--- src/rtl/grant_toggle_gen_if.sv ---
// Handshake bundle between the grant/req generator and whatever starts and observes it.
interface grant_toggle_gen_if #(
  parameter int unsigned GAP_W = 4
);

  localparam int unsigned CNT_W = 4;

  // Control into the generator
  logic             start;
  logic [GAP_W-1:0] gap;
  logic             abort;

  // Protocol lines and status out of the generator
  logic             req;
  logic             grant;
  logic             busy;
  logic             done;
  logic             aborted;
  logic [CNT_W-1:0] toggle_cnt;

  // Generator side
  modport master (
    input  start,
    input  gap,
    input  abort,
    output req,
    output grant,
    output busy,
    output done,
    output aborted,
    output toggle_cnt
  );

  // Controller / observer side
  modport slave (
    output start,
    output gap,
    output abort,
    input  req,
    input  grant,
    input  busy,
    input  done,
    input  aborted,
    input  toggle_cnt
  );

endinterface

--- src/rtl/grant_toggle_gen.sv ---
// Drives a req/grant transaction: raise req, toggle grant NUM_TOGGLES times
// spaced by a clamped programmable gap, then drop req one cycle after the last toggle.
module grant_toggle_gen #(
  parameter int unsigned NUM_TOGGLES = 3,
  parameter int unsigned GAP_W       = 4
) (
  input  logic                  clk,
  input  logic                  rst,
  grant_toggle_gen_if.master    bus
);

  localparam int unsigned CNT_W = 4;

  // Index of the final change; toggle_cnt equals this just before the last toggle.
  localparam logic [CNT_W-1:0] LAST_IDX = CNT_W'(NUM_TOGGLES - 1);
  // Smallest effective gap; keeps grant changes on non-consecutive cycles.
  localparam logic [GAP_W-1:0] MIN_GAP  = GAP_W'(2);

  typedef enum logic [1:0] {
    S_IDLE = 2'd0,
    S_WAIT = 2'd1,
    S_DROP = 2'd2
  } state_e;

  state_e           state_q, state_d;
  logic             req_q, req_d;
  logic             grant_q, grant_d;
  logic             busy_q, busy_d;
  logic             done_q, done_d;
  logic             aborted_q, aborted_d;
  logic [CNT_W-1:0] tcnt_q, tcnt_d;
  logic [GAP_W-1:0] cnt_q, cnt_d;
  logic [GAP_W-1:0] rld_q, rld_d;

  logic [GAP_W-1:0] gap_eff_c;
  logic [GAP_W-1:0] gap_rld_c;
  logic             cnt_zero_c;
  logic             last_c;

  // Clamp the requested gap and derive the counter reload value g-1.
  always_comb begin
    gap_eff_c  = (bus.gap < MIN_GAP) ? MIN_GAP : bus.gap;
    gap_rld_c  = gap_eff_c - GAP_W'(1);
    cnt_zero_c = (cnt_q == '0);
    last_c     = (tcnt_q == LAST_IDX);
  end

  // State and output registers; async reset clears everything including grant.
  always_ff @(posedge clk or posedge rst) begin
    if (rst) begin
      state_q   <= S_IDLE;
      req_q     <= 1'b0;
      grant_q   <= 1'b0;
      busy_q    <= 1'b0;
      done_q    <= 1'b0;
      aborted_q <= 1'b0;
      tcnt_q    <= '0;
      cnt_q     <= '0;
      rld_q     <= '0;
    end else begin
      state_q   <= state_d;
      req_q     <= req_d;
      grant_q   <= grant_d;
      busy_q    <= busy_d;
      done_q    <= done_d;
      aborted_q <= aborted_d;
      tcnt_q    <= tcnt_d;
      cnt_q     <= cnt_d;
      rld_q     <= rld_d;
    end
  end

  // Next-state: abort beats a coincident toggle; DROP always lasts one cycle.
  always_comb begin
    state_d = state_q;
    unique case (state_q)
      S_IDLE: begin
        if (bus.start) begin
          state_d = S_WAIT;
        end
      end
      S_WAIT: begin
        if (bus.abort) begin
          state_d = S_IDLE;
        end else if (cnt_zero_c && last_c) begin
          state_d = S_DROP;
        end
      end
      S_DROP: begin
        state_d = S_IDLE;
      end
      default: begin
        state_d = S_IDLE;
      end
    endcase
  end

  // Next values for the registered outputs and the gap counter.
  always_comb begin
    req_d     = req_q;
    grant_d   = grant_q;
    tcnt_d    = tcnt_q;
    cnt_d     = cnt_q;
    rld_d     = rld_q;
    done_d    = 1'b0;
    aborted_d = 1'b0;
    busy_d    = (state_d != S_IDLE);
    unique case (state_q)
      S_IDLE: begin
        if (bus.start) begin
          req_d  = 1'b1;
          tcnt_d = '0;
          cnt_d  = gap_rld_c;
          rld_d  = gap_rld_c;
        end
      end
      S_WAIT: begin
        if (bus.abort) begin
          req_d     = 1'b0;
          aborted_d = 1'b1;
        end else if (!cnt_zero_c) begin
          cnt_d = cnt_q - GAP_W'(1);
        end else begin
          grant_d = ~grant_q;
          tcnt_d  = tcnt_q + CNT_W'(1);
          if (!last_c) begin
            cnt_d = rld_q;
          end
        end
      end
      S_DROP: begin
        req_d  = 1'b0;
        done_d = 1'b1;
      end
      default: begin
        req_d = 1'b0;
      end
    endcase
  end

  assign bus.req        = req_q;
  assign bus.grant      = grant_q;
  assign bus.busy       = busy_q;
  assign bus.done       = done_q;
  assign bus.aborted    = aborted_q;
  assign bus.toggle_cnt = tcnt_q;

endmodule

--- src/flat_wrapper.sv ---
// flat-port wrapper written by rule: the top's interface ports become plain ports
module grant_toggle_gen_flat 
#(
  parameter int unsigned NUM_TOGGLES = 3,
  parameter int unsigned GAP_W       = 4
)
  (clk, rst, bus_start, bus_gap, bus_abort, bus_req, bus_grant, bus_busy, bus_done, bus_aborted, bus_toggle_cnt);
  grant_toggle_gen_if #(.GAP_W(GAP_W)) bus_i ();
  input  logic clk;
  input  logic rst;
  input wire logic [$bits(bus_i.start)-1:0] bus_start;
  input wire logic [$bits(bus_i.gap)-1:0] bus_gap;
  input wire logic [$bits(bus_i.abort)-1:0] bus_abort;
  output wire logic [$bits(bus_i.req)-1:0] bus_req;
  output wire logic [$bits(bus_i.grant)-1:0] bus_grant;
  output wire logic [$bits(bus_i.busy)-1:0] bus_busy;
  output wire logic [$bits(bus_i.done)-1:0] bus_done;
  output wire logic [$bits(bus_i.aborted)-1:0] bus_aborted;
  output wire logic [$bits(bus_i.toggle_cnt)-1:0] bus_toggle_cnt;
  assign bus_i.start = bus_start;
  assign bus_i.gap = bus_gap;
  assign bus_i.abort = bus_abort;
  assign bus_req = bus_i.req;
  assign bus_grant = bus_i.grant;
  assign bus_busy = bus_i.busy;
  assign bus_done = bus_i.done;
  assign bus_aborted = bus_i.aborted;
  assign bus_toggle_cnt = bus_i.toggle_cnt;
  grant_toggle_gen #(.NUM_TOGGLES(NUM_TOGGLES), .GAP_W(GAP_W)) u_core (.clk(clk), .rst(rst), .bus(bus_i));
endmodule
--- config.mk ---
export PLATFORM = sky130hd
export DESIGN_NAME = grant_toggle_gen_flat
export DESIGN_NICKNAME = d
export VERILOG_FILES = /design/src/rtl/grant_toggle_gen_if.sv /design/src/rtl/grant_toggle_gen.sv /design/src/flat_wrapper.sv
export SDC_FILE = /design/constraint.sdc
export NUM_CORES = 1
export LEC_CHECK = 0
export ABC_AREA = 1
export CORE_UTILIZATION = 40
export DETAILED_ROUTE_END_ITERATION = 7
export GPL_TIMING_DRIVEN = 0
export PLACE_DENSITY = 0.67
export SYNTH_ARGS = -nofsm -noshare
export SYNTH_HDL_FRONTEND = slang
export SYNTH_SLANG_ARGS = --single-unit
--- constraint.sdc ---
create_clock -name clk -period 2.4 [get_ports clk]
set_input_delay 0.36 -clock clk [delete_from_list [all_inputs] [get_ports clk]]
set_output_delay 0.36 -clock clk [all_outputs]
set_load 0.01 [all_outputs]
==> flow_metrics.tcl <==
# metrics dict for downstream scripts
set metrics [dict create \
    outcome "completed" \
    crit_chain "clkdlybuf4s50_1" \
    drtIter0Drc 21 \
    openroad.warnings 27 \
    drv_slew 0 \
    setup_tns_ps 0 \
    arrival_ps 1330 \
    io_pins 17 \
    synth.top_cells.by_count "45 x nand2_1, 20 x inv_1, 19 x dfrtp_1" \
    ys_sh_simple 0.345 \
    period_needed_ps 1690 \
    synthTopLogicFamily "simple AND/OR/NAND/NOR gates" \
    ys_seq_frac 0.448 \
    fillCellCount 242 \
    cts_root_buf "clkbuf_4" \
    core_sq_mm 0.00250 \
    whs_ps 451 \
    slew_headroom 0.520 \
    most_common_cell "nand2_1" \
    grt_max_degree 20 \
    top_layer "met4" \
    ys.flop_type "dfrtp_1" \
    path_buffers 1 \
    antenna_left 0 \
    track_usage 0.199 \
    comb_area_sq_um 504 \
    inverters 22 \
    leakagePower_nw 0.669 \
    synth.distinct_cells 22 \
]
[registers in the layout (all words and copies together), names as in the netlist]
name / flops
u_core.bus.toggle_cnt: 4
u_core.state_q: 2
u_core.rld_q: 4
u_core.bus.busy: 1
u_core.cnt_q: 4
u_core.bus.req: 1
u_core.bus.grant: 1
u_core.bus.done: 1
u_core.bus.aborted: 1
[stage by stage]
stage	total power [mW]	instances	cell area (sq um)
floorplan	0.876	136	1060
global placement	1.04	182	1260
detailed placement	1.07	182	1260
CTS	1.24	186	1290
global route	1.35	186	1290
finish	1.23	186	1290
[power breakdown]
part	switching, mW	internal [mW]
logic	0.334	0.227
registers	0.0867	0.414
clock network	0.106	0.0623
total	0.527	0.703
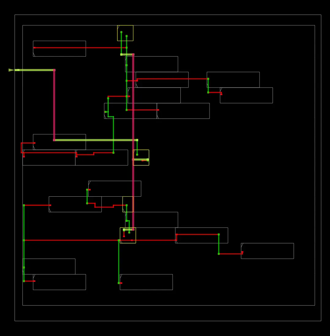
**Above:** clock nets.
clk_lat worst skew: 310 ps
clock sinks: 19
final clock skew: 1.60 ps
flop count: 19
CTS Buf Count: 3

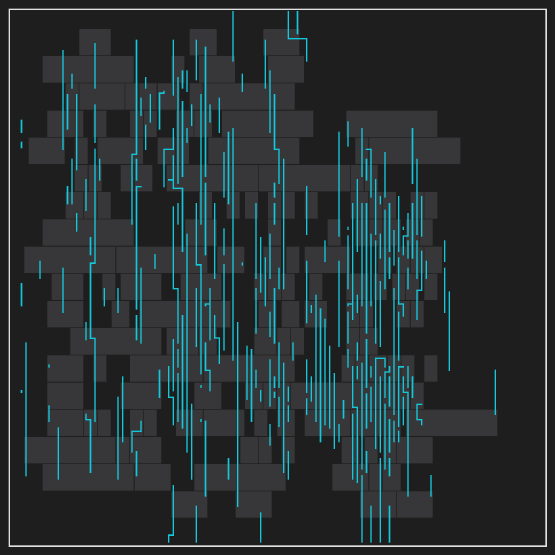
**Above:** metal 2.
Scale: 10 px per um. Cells faint in the background.
share of all routed wire: 48%
nets with wire on the layer: 141
main direction: vertical
via count: 941
met2 usage: 0.304
Detailed Route WL: 2250 um

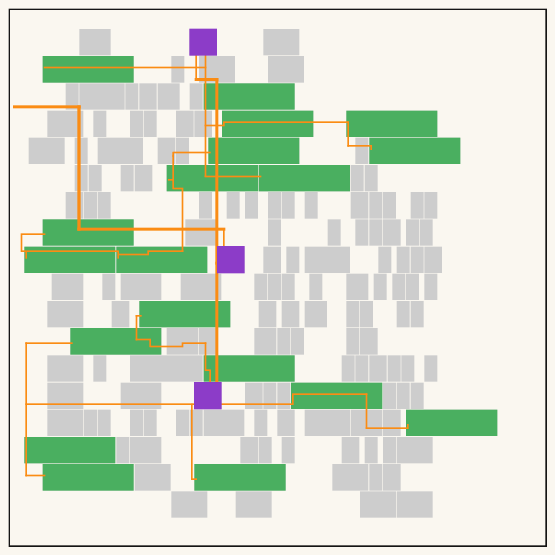
**Above:** clock wires, drivers and flops.
Scale: 10 px per um.
[cells driving clock nets] purple | count: 3
[flip-flops] green | count: 19
[clock wires] orange | length: 256 um
routed clock nets: 4

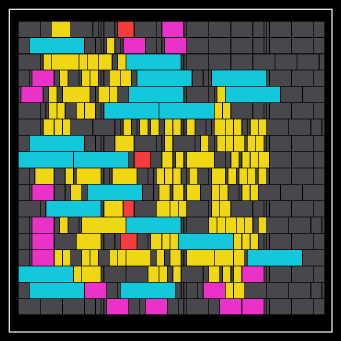
**Above:** placed cells, one color a class.
Scale: 6 px per um. Fill, decap, tap and diode cells in gray.
| class | color | cells |
|---|---|---|
| clock drivers and dummy loads | red | 4 |
| all other logic | yellow | 117 |
| other buffers and delay cells | magenta | 16 |
| flip-flops | cyan | 19 |
flop share of the area: 0.369
standard-cell rows: 18
Final Util: 0.515

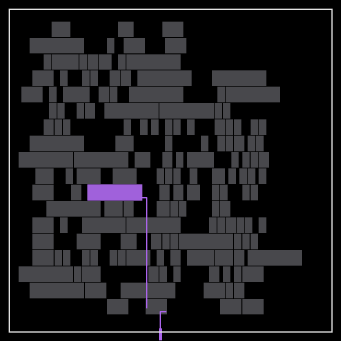
**Above:** nets reached from selected ports.
Scale: 6 px per um.
| port | color | direction | edge | end cells | buffers | wire |
|---|---|---|---|---|---|---|
| `bus_done` | purple | output | south | 1 | 1 | 23.1 um |

Power is estimated from default activity; no workload was simulated.
